[src/rtl/mu0_reg_ctr.sv]
// mu0_reg_ctr: multi-mode MU0 datapath register. It can load, increment,
// decrement or hold, and has a synchronous clear. Inc/dec either wrap or
// saturate. Zero and overflow status are registered.
//
// Ports:
//   Clk    in   1      clock, rising edge
//   Reset  in   1      asynchronous active-high reset (Q <= RESET_VAL)
//   Clr    in   1      synchronous clear, overrides En/Op
//   En     in   1      operation enable; Q holds when low
//   Op     in   2      00 load D, 01 increment, 10 decrement, 11 hold
//   D      in   WIDTH  load data
//   Q      out  WIDTH  register value
//   Zero   out  1      high when Q == 0 (updated on the same edge as Q)
//   Ovf    out  1      one-cycle pulse: inc at all-ones or dec at zero
module mu0_reg_ctr #(
  parameter int unsigned          WIDTH     = 12,
  parameter logic [WIDTH-1:0]     RESET_VAL = '0,
  parameter bit                   SATURATE  = 1'b0
) (
  input  logic             Clk,
  input  logic             Reset,
  input  logic             Clr,
  input  logic             En,
  input  logic [1:0]       Op,
  input  logic [WIDTH-1:0] D,
  output logic [WIDTH-1:0] Q,
  output logic             Zero,
  output logic             Ovf
);

  typedef enum logic [1:0] {
    OP_LOAD = 2'b00,
    OP_INC  = 2'b01,
    OP_DEC  = 2'b10,
    OP_HOLD = 2'b11
  } op_t;

  logic [WIDTH-1:0] q_next;
  logic             ovf_next;

  // Next state is computed once here, so Zero can come from q_next.
  // This keeps Zero in step with Q instead of one cycle behind.
  always_comb begin
    q_next   = Q;
    ovf_next = 1'b0;
    if (Clr) begin
      q_next = '0;
    end else if (En) begin
      unique case (op_t'(Op))
        OP_LOAD: q_next = D;
        OP_INC: begin
          if (Q == '1) begin
            q_next   = SATURATE ? '1 : '0;
            ovf_next = 1'b1;
          end else begin
            q_next = Q + WIDTH'(1);
          end
        end
        OP_DEC: begin
          if (Q == '0) begin
            q_next   = SATURATE ? '0 : '1;
            ovf_next = 1'b1;
          end else begin
            q_next = Q - WIDTH'(1);
          end
        end
        OP_HOLD: q_next = Q;
        default: q_next = Q;
      endcase
    end
  end

  always_ff @(posedge Clk or posedge Reset) begin
    if (Reset) begin
      Q    <= RESET_VAL;
      Zero <= (RESET_VAL == '0);
      Ovf  <= 1'b0;
    end else begin
      Q    <= q_next;
      Zero <= (q_next == '0);
      Ovf  <= ovf_next;
    end
  end

endmodule
[config.mk]
export PLATFORM = sky130hd
export DESIGN_NAME = mu0_reg_ctr
export DESIGN_NICKNAME = d
export VERILOG_FILES = /design/src/rtl/mu0_reg_ctr.sv
export SDC_FILE = /design/constraint.sdc
export NUM_CORES = 1
export LEC_CHECK = 0
export ABC_AREA = 0
export CAP_MARGIN = 20
export CORE_MARGIN = 4
export CORE_UTILIZATION = 51
export DETAILED_ROUTE_END_ITERATION = 12
export GPL_TIMING_DRIVEN = 0
export PLACE_DENSITY = 0.81
export SLEW_MARGIN = 20
export SYNTH_ARGS = -nofsm -noshare
export SYNTH_HDL_FRONTEND = slang
export SYNTH_SLANG_ARGS = --single-unit
[constraint.sdc]
create_clock -name Clk -period 3.6 [get_ports Clk]
set_clock_uncertainty 0.2 [all_clocks]
set_input_delay 0.36 -clock Clk [delete_from_list [all_inputs] [get_ports Clk]]
set_output_delay 0.36 -clock Clk [all_outputs]
set_load 0.01 [all_outputs]
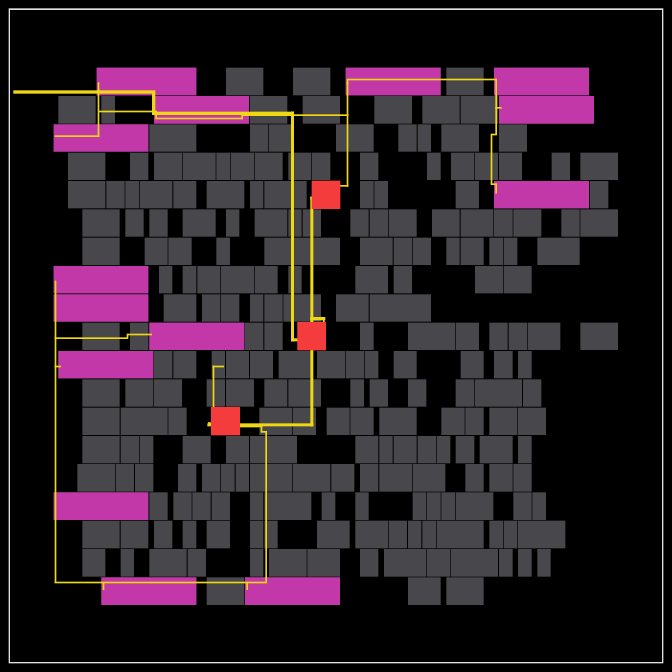
**Above:** routed clock nets over the placement.
- red: cells driving clock nets (count 3)
- yellow: clock wires (length 248 µm)
- magenta: flip-flops (count 14)
- routed clock nets: 4
- flops lie: all over the die
Latency at later pin: 0.29 ns
clock network power: 0.0000992 W
clock network power share: 17.9%

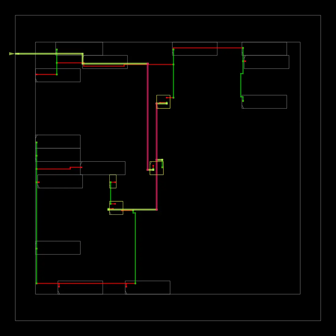
**Above:** clock routing.
number of CTS-inserted buffers: 3
sequential cells: 14

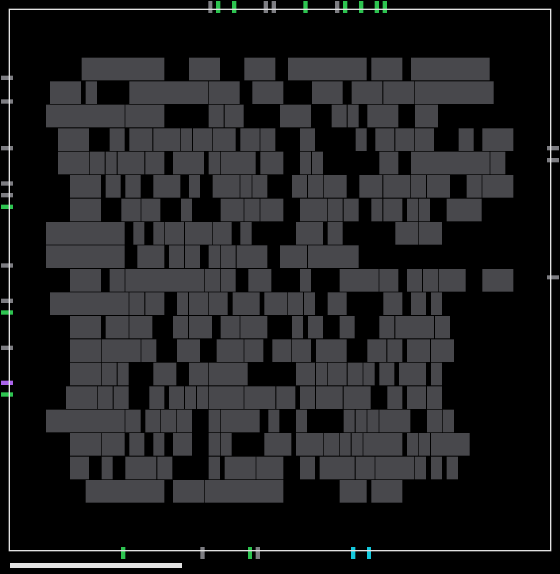
**Above:** I/O pins on the die edge.
Bar = 20 µm. Pins as bars across the die edge, other pins in grey.
- green: D (pins 12; direction input; edge 7 north, 3 west, 2 south)
- purple: Ovf (pins 1; direction output; edge west)
- cyan: Op (pins 2; direction input; edge south)
- all pins by edge: 12 west, 11 north, 6 south, 3 east
die span in y: 62.6 µm
number of buffers added on ports: 31
Die X: 62.6 µm

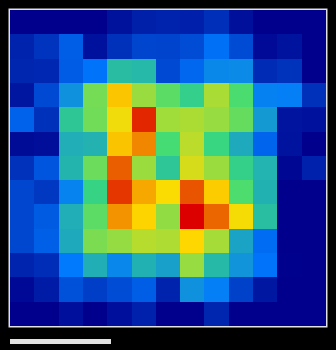
**Above:** wire density map.
Bar = 20 µm. 13 x 13 tiles, from dark blue (low) to red (high), scaled to the fullest tile. Values are wire area over tile area, all layers added.
- tiles over half the peak: 25%
- emptiest ninth of the die: south-east
- fullest tile: 0.81

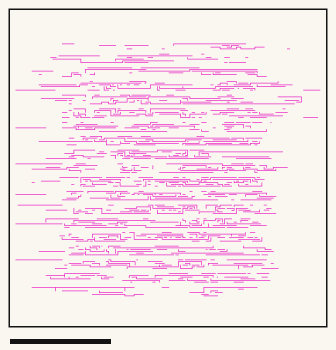
**Above:** met1 routing.
Bar = 20 µm.
- longest straight run: 22.1 µm
- wire length on this layer: 2150 µm

==> Slide: Implementation Results <==
Run Summary

Die
  – Area inside the core boundary: 2810 µm²
  – FP Util: 54.2%
  – Number of rows in the core area: 19

Synth
  – Commonest cells in the synthesized netlist: o21ai_0, nor2_1, a21oi_1, dfrtp_1
  – Mapped Area: 1520 µm²
  – Top cell type by instance count after synthesis: o21ai_0
  – Most area-hungry cell type in the Yosys netlist: dfrtp_1
  – Total of flip-flops plus latches after synthesis: 14
  – Mux share: 0%
  – Synth async-reset ratio: 100%
  – Mean instance size in the synthesized netlist: 7.46 µm²
  – Unique cell type count in the Yosys netlist: 57
  – Xor/xnor share: under 10%
  – Top cells by area: dfrtp_1, ha_1, o21ai_0, a21oi_1, nor2_1
  – Sequential-to-total area share from yosys stat: 23.1%
  – Predominant post-synthesis flop cell: dfrtp_1

Power
  – Comb pwr: 0.000270 W
  – Peak ir drop on the vdd network: 172 µV
  – Fraction of power consumed by combinational cells: 48.5%
  – Sequential share of power: 33.6%
  – Power in sequential cells: 0.000187 W
  – Total power draw: around 0.00056 W
  – Power group with the highest consumption: combinational cells

Layout
  – Final cell area excluding filler cells: between 1500 and 2000 µm²
  – Fraction of area in non-clock buffers: approximately a fifth
  – Combinational share of cell area: 55.1%
  – Clock buffers: 4
  – Comb area: 1050 µm²
  – Final #Nets: 265
  – Share of final-layout standard cells stronger than drive strength 1: under 10%
  – Fin util: 67.6%
  – Most frequently placed logic cells in the final layout: clkdlybuf4s50_1, o21ai_0, nor2_1
  – Non-clock buffer count: between 40 and 50
  – Number of logic gates: approximately 160
  – Count of filler cells inserted in the layout: 245
  – Sequential cell area in the final layout: between 300 and 400 µm²
  – Largest reg by FF count: Q

Job
  – Tally of max-capacitance violations: 0

Routing
  – Routed WL: 5300 µm
  – Post-Route M1 WL: 2150 µm
  – Avg WL per Cell: 19.6 µm
  – Remaining routing DRC violations: 0
  – Wire length on met2: 2380 µm
  – Ratio of routed vias to standard cells: 6.71
  – Met3 routed WL: 542 µm
  – Uppermost layer routed: met4
  – DR vias: about 1800

Place
  – Cell Area, Placed: 1870 µm²
  – DP HPWL: between 3000 and 4000 µm
  – Dpl cells: 266

Hold path
  – HP Class: in2async

Critical path
  – Bufs and invs on worst path: 3
  – Type of origin of the critical path: input port
  – Master of the slowest instance on the critical path: a41oi_1
  – Largest fanout on the critical path: 10
  – Max stage delay on crit path: 0.63 ns
  – Class of the most critical setup path: in2reg
  – Critical path startpoint: Op[0]
  – Cells traversed along the worst timing path: clkdlybuf4s50_1, inv_1, ha_1, clkbuf_1, a41oi_1, o21ai_0, a32oi_1, o211ai_1, or4_1, nor4_2
  – Category of cells accounting for the largest share of critical-path delay: AND-OR/OR-AND gates

CTS
  – Count of hold-fix buffers inserted at cts: 0
  – Clock slew at the register clock pins of the worst setup and hold paths: 0.09 ns
  – Clock tree from TritonCTS: built
  – Post-CTS setup buffer count: 0
  – Cell resize tally after clock tree synthesis: 0
  – H-Tree Depth: 1

Timing
  – Final slew viol count: 0
  – Shortest period the worst path allows: between 3 and 4 ns
  – Final total negative setup slack: 0 ns
  – Setup repair after global routing missed its margin: false
  – Final WS setup: between 0.15 and 0.2 ns
  – Highest attainable clock frequency: 294 MHz
  – Slew at the pin closest to its max-slew limit: 0.848 ns

GRT
  – GR met1 Demand/Resource: 35.8%
  – Most Crowded Layer GR: met2
  – Number of antenna violations at the first check in global routing: 0
  – Pin count of the biggest net entering global routing: 15

Status
  – Run status: complete, no violations
No activity file was given, so power comes from the tool's default toggle rates.
